Design arbiter_fifo2pipeout_flat, sky130hd; sources not shown.
**Run 1: where the registers sit**

Bar = 50 um. Other sequential cells in the stronger grey, the rest of the logic in the fainter grey.
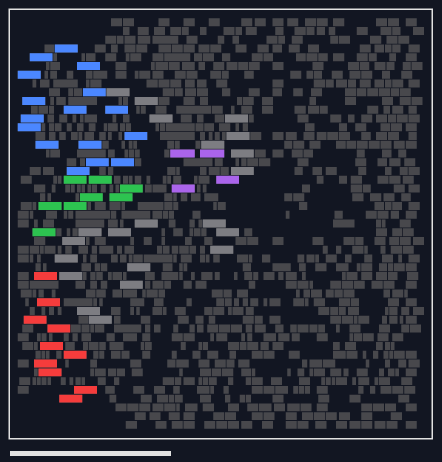
[green] u_core/sel_q | flops: 8 | where: west
[blue] u_core/u_stall/cnt_q | flops: 16 | where: north-west
[purple] u_core/addr_q | flops: 4
[red] u_core/nw_q | flops: 10 | where: south-west
Seq power: 476 uW
FF/Latch Area: 1180 um2
Final Util: 55.0%
flop share of the area: 13.3%

**Run 1: I/O nets highlighted**

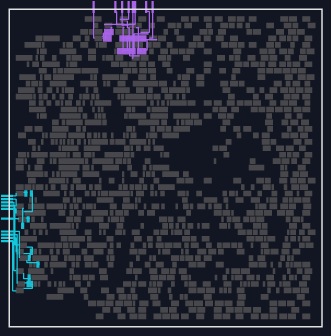
[purple] bus_valid_from_fifo | bits: 8 | direction: input | edge: north | end cells: 8 | buffers: 8 | wire: 200 um
[cyan] num_words | bits: 10 | direction: input | edge: west | end cells: 10 | buffers: 10 | wire: 187 um
# IOs: 337
IO buf count: 336

**Run 1: cells by drive strength**

Bar = 50 um.
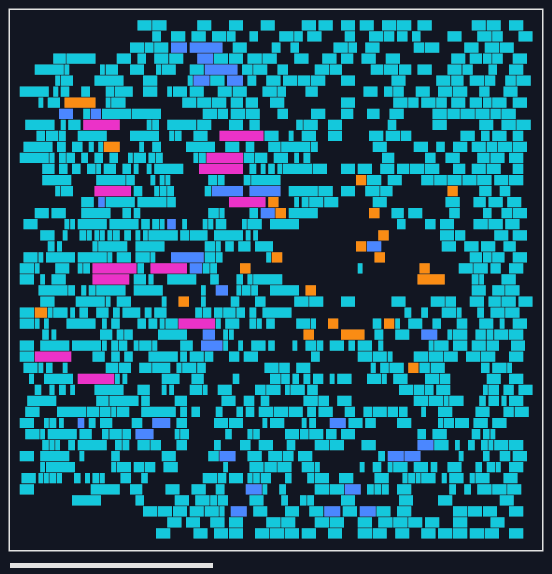
[cyan] _0 and _1 cells | cells: 910 | share: 93% | most used: clkdlybuf4s50_1
[orange] _3 and _4 cells | cells: 22 | share: 2.3% | most used: buf_4
[magenta] _6 and larger | cells: 12 | share: 1.2% | most used: clkbuf_16
[blue] _2 cells | cells: 33 | share: 3.4% | most used: mux2_2
final instance area: 8890 um2
setup ws final: 1.17 ns
buffers outside the clock class: 352

==> Changelog: implementation, run 1 <==
## Implementation

- Status: finished, final reports clean
- Synth top cell by count: nand2_1
- Global-route congestion overflow total: 0
- Worst reg2reg path depth: 7
- Number of cells in Yosys stat: 667
- NonClk Buf Share: 39.2%
- CTS resizes: 0
- Flops & latches, synth: 59
- Total GRT Usage: 28.7%
- Tcrit/Tclk final: 79.5%
- Tap Cells: 220
- Max Clk Rate: 219 MHz
- Cells after Synth: approximately 670
- Slew Limit Fails: 0
- Drt initial violations: 546
- Xor+xnor area frac: 5.57%
- Simple-Gate Area Share: 25.3%
- Placement Cell Area: 8530 um2
- First-pass DRT Iterations: 5
- Setup TNS: 0 ns
- Routed Antenna Nets: 0
- Critical path class: reg -> out
- Most frequent CP cell: buf_4
- Final-layout fill cell count: 1550
- Final clock-cell share: approximately 3.8%
- Setup crit start kind: flop
- Num rows: 47
- Post-CTS Hold Buffers: 0
- Leading cell kind: multi-input combinational cells
- Clk sinks: 59
- Distinct lib cells used: approximately 60
- Insertion Delay late pin: 0.33 ns
- Static leakage: 3.11 nW
- Post-synth top cells: nand2_1 (82), a22oi_1 (60), dfxtp_1 (59), nor2_1 (56), a21oi_1 (52)
- Most used logic cell in the final layout: clkdlybuf4s50_1
- Flip-flops with a built-in enable: 0
- Post-CTS setup buffers: 0
- Inverters, non-clock: 9
- Initial antenna violation count: 6
- Critical Path RT: 4.59 ns
- Slowest CP cell: dfxtp_2
- Worst setup EP type: output port
- Logic share of the area: 40.0%
- Routed vias/inst: ~5.5
- Final Hold Fails: 0
- Largest stage delay, worst path: 0.61 ns
- GPL Wtd Cong: 0.910
- RSZ-0062 raised after global routing: no
- Setup Slack @ Placement: 1.50 ns
- Syn nets: 959
- Number of global-route vias before repair: 6182
- Multi-Input Combinational: 541
- Ys Warns: 6
- Nets: 1264
- CTS buffer count: 9
- Largest area contributor in the netlist: dfxtp_1
[run 1: layer usage]
metal	vias to the layer above	wire (um)	GRT usage [%]
met5	-	29	0
met4	4	855	11.3
met3	57	2350	6.59
met2	298	12200	45.9
met1	3053	10600	37.0
li1	3139	-	-
[run 1: where the power goes]
group	switching, mW	internal, mW
Combinational	0.373	0.414
Sequential	0.0442	0.431
Clock	0.189	0.422
Total	0.606	1.27
[run 1: worst max-delay path: cells and delay by family (launching register included)]
kind                   cells  cell delay (ns)
AOI/OAI and AO/OA          3             0.50
and+or+nand+nor            1             0.55
DFF                        1             0.61
buffers and inverters      3             1.41
**Run 1: metal layers overlaid**

Bar = 50 um.
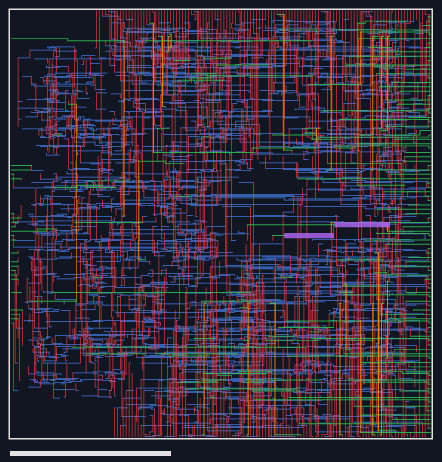

==> inputs of run 2 (changes only) <==
--- a/config.mk
+++ b/config.mk
@@ -5,9 +5,9 @@
 export SDC_FILE = /design/constraint.sdc
 export NUM_CORES = 1
 export LEC_CHECK = 0
-export CORE_AREA = 2 2 129 131
+export CORE_AREA = 2 2 130 132
 export DETAILED_ROUTE_END_ITERATION = 6
-export DIE_AREA = 0 0 131 133
+export DIE_AREA = 0 0 132 134
 export PLACE_DENSITY_LB_ADDON = 0.05
 export SLEW_MARGIN = 30
 export SYNTH_ARGS = -nofsm -noshare
==> constraint.sdc (replaced) <==
create_clock -name clk -period 4.5 [get_ports clk]
set_input_delay 0.9 -clock clk [delete_from_list [all_inputs] [get_ports clk]]
set_output_delay 0.9 -clock clk [all_outputs]
set_load 0.005 [all_outputs]
**Run 2: metal layers overlaid**

Bar = 50 um.
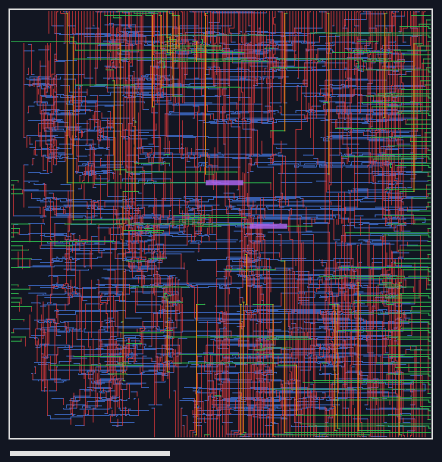
[blue] metal 1 | wire length: 10700 um
[purple] metal 5 | wire length: 20.2 um
[orange] metal 4 | wire length: 1050 um
[green] metal 3 | wire length: 2520 um
[red] metal 2 | wire length: 13300 um
vias: 6702
drt wl/cell: 22.9 um
Routed WL: 27500 um
Total GRT Usage: 30.0%

**Run 2: where the registers sit**

Bar = 50 um. Other sequential cells in the stronger grey, the rest of the logic in the fainter grey.
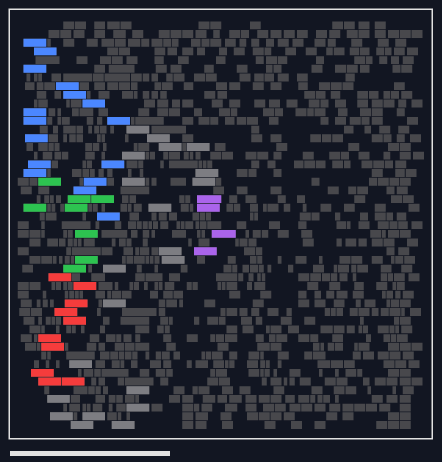
Final Util: 54.5%
flop share of the area: 13.3%
Seq power: 610 uW

==> Changelog: implementation, run 2 <==
## Implementation

- Status: finished, final reports clean
- Crit path buf inv count: 3
- Worst Skew: 0.00635 ns
- Placement Cell Area: about 8500 um2
- Setup ws final: 0.444 ns
- Simple-Gate Area Share: 25.3%
- IO buf count: approximately 340
- Tap Cells: between 200 and 250
- Critical path class: reg -> out
- CTS buffer count: 9
- Nets: 1265
- Max Clk Rate: 247 MHz
- Final instance area: between 8000 and 9000 um2
- Static leakage: 3.10 nW
- Met3 wire length: 2520 um
- Setup crit start kind: flop
- Largest stage delay, worst path: just under 0.6 ns
- Num rows: 47
- RSZ-0062 raised after global routing: no
- Setup Slack @ Placement: 0.583 ns
- Cells after Synth: around 670
- Sequential Power Share: 25.9%
- Synth top cell by count: nand2_1
- Routed vias/inst: between 5 and 6
- Switching share of power: 32.9%
- Global-route congestion overflow total: 0
- Slew Limit Fails: 0
- Worst reg2reg path depth: 7
- Tcrit/Tclk final: 90.1%
- Worst setup EP type: output port
- First-pass DRT Iterations: 5
- Critical Path RT: 3.60 ns
- # IOs: 337
- Inverters, non-clock: 9
- Flip-flops with a built-in enable: 0
- Worst-Margin Slew: 0.866 ns
- CTS resizes: 0
- Flops & latches, synth: between 50 and 60
- Xor+xnor area frac: 5.57%
- Internal power: roughly 1.6 mW
- Post-CTS Hold Buffers: 0
- Most Crowded Layer GR: met2
- Met2 Usage GRT: around half
- FF/Latch Area: 1180 um2
- Largest area contributor in the netlist: dfxtp_1
- CTS tree: built
- Crit path depth: 8
- Slowest CP cell: dfxtp_1
- Buffers outside the clock class: 353
- Met1 WL: between 10000 and 15000 um
- Insertion Delay late pin: 0.33 ns
- Max layer used: met5
- Ys Warns: 6
- CP delay by family, top: buffers and inverters
- Leading cell kind: multi-input combinational cells
- Number of global-route vias before repair: 6674
- Final-layout fill cell count: approximately 1600
- Post-CTS setup buffers: 0
- Syn nets: 959
- Drt initial violations: 537
- GPL Wtd Cong: slightly below 1
- Logic share of the area: 40.1%
- NonClk Buf Share: 39.4%
- Mapped cell area: 4990 um2
- Final clock-cell share: 3.58%
- DR WL met2: 13300 um
- Routed Antenna Nets: 0
- Met1 usage: 35.3%
- Clock power share: 30.9%
- NetSw: 774 uW
- Multi-Input Combinational: 541
- Initial antenna violation count: 9
- Combinational fraction of design power: 43.2%
- Most used logic cell in the final layout: clkdlybuf4s50_1
- Clk sinks: 59
- Final Hold Fails: 0
## run 2: cell counts after synthesis
Identical to the previous run, type by type.
## run 2: through the flow
stage	instances	hold WS (ns)	utilization, %
after floorplan	667	0.436	-
after global placement	1182	0.446	52.4
after detailed placement	1182	0.452	52.4
after CTS	1197	0.460	54.4
after global routing	1203	0.485	54.5
final	1203	0.461	54.5
## run 2: power groups by stage
stage	combinational [mW]	clock, mW	sequential [mW]
after detailed placement	1.00	0	0.620
final	1.02	0.727	0.610
after global placement	0.989	0	0.616
after CTS	1.01	0.740	0.609
after floorplan	0.543	0	0.575
after global routing	1.08	0.762	0.616
## run 2: tightest hold or removal path, cell delays in order (launching register included)
cell     delay (ns)
dfxtp_1        0.30
nand2_1        0.05
a21oi_1        0.05
Power and IR drop assume default switching activity.
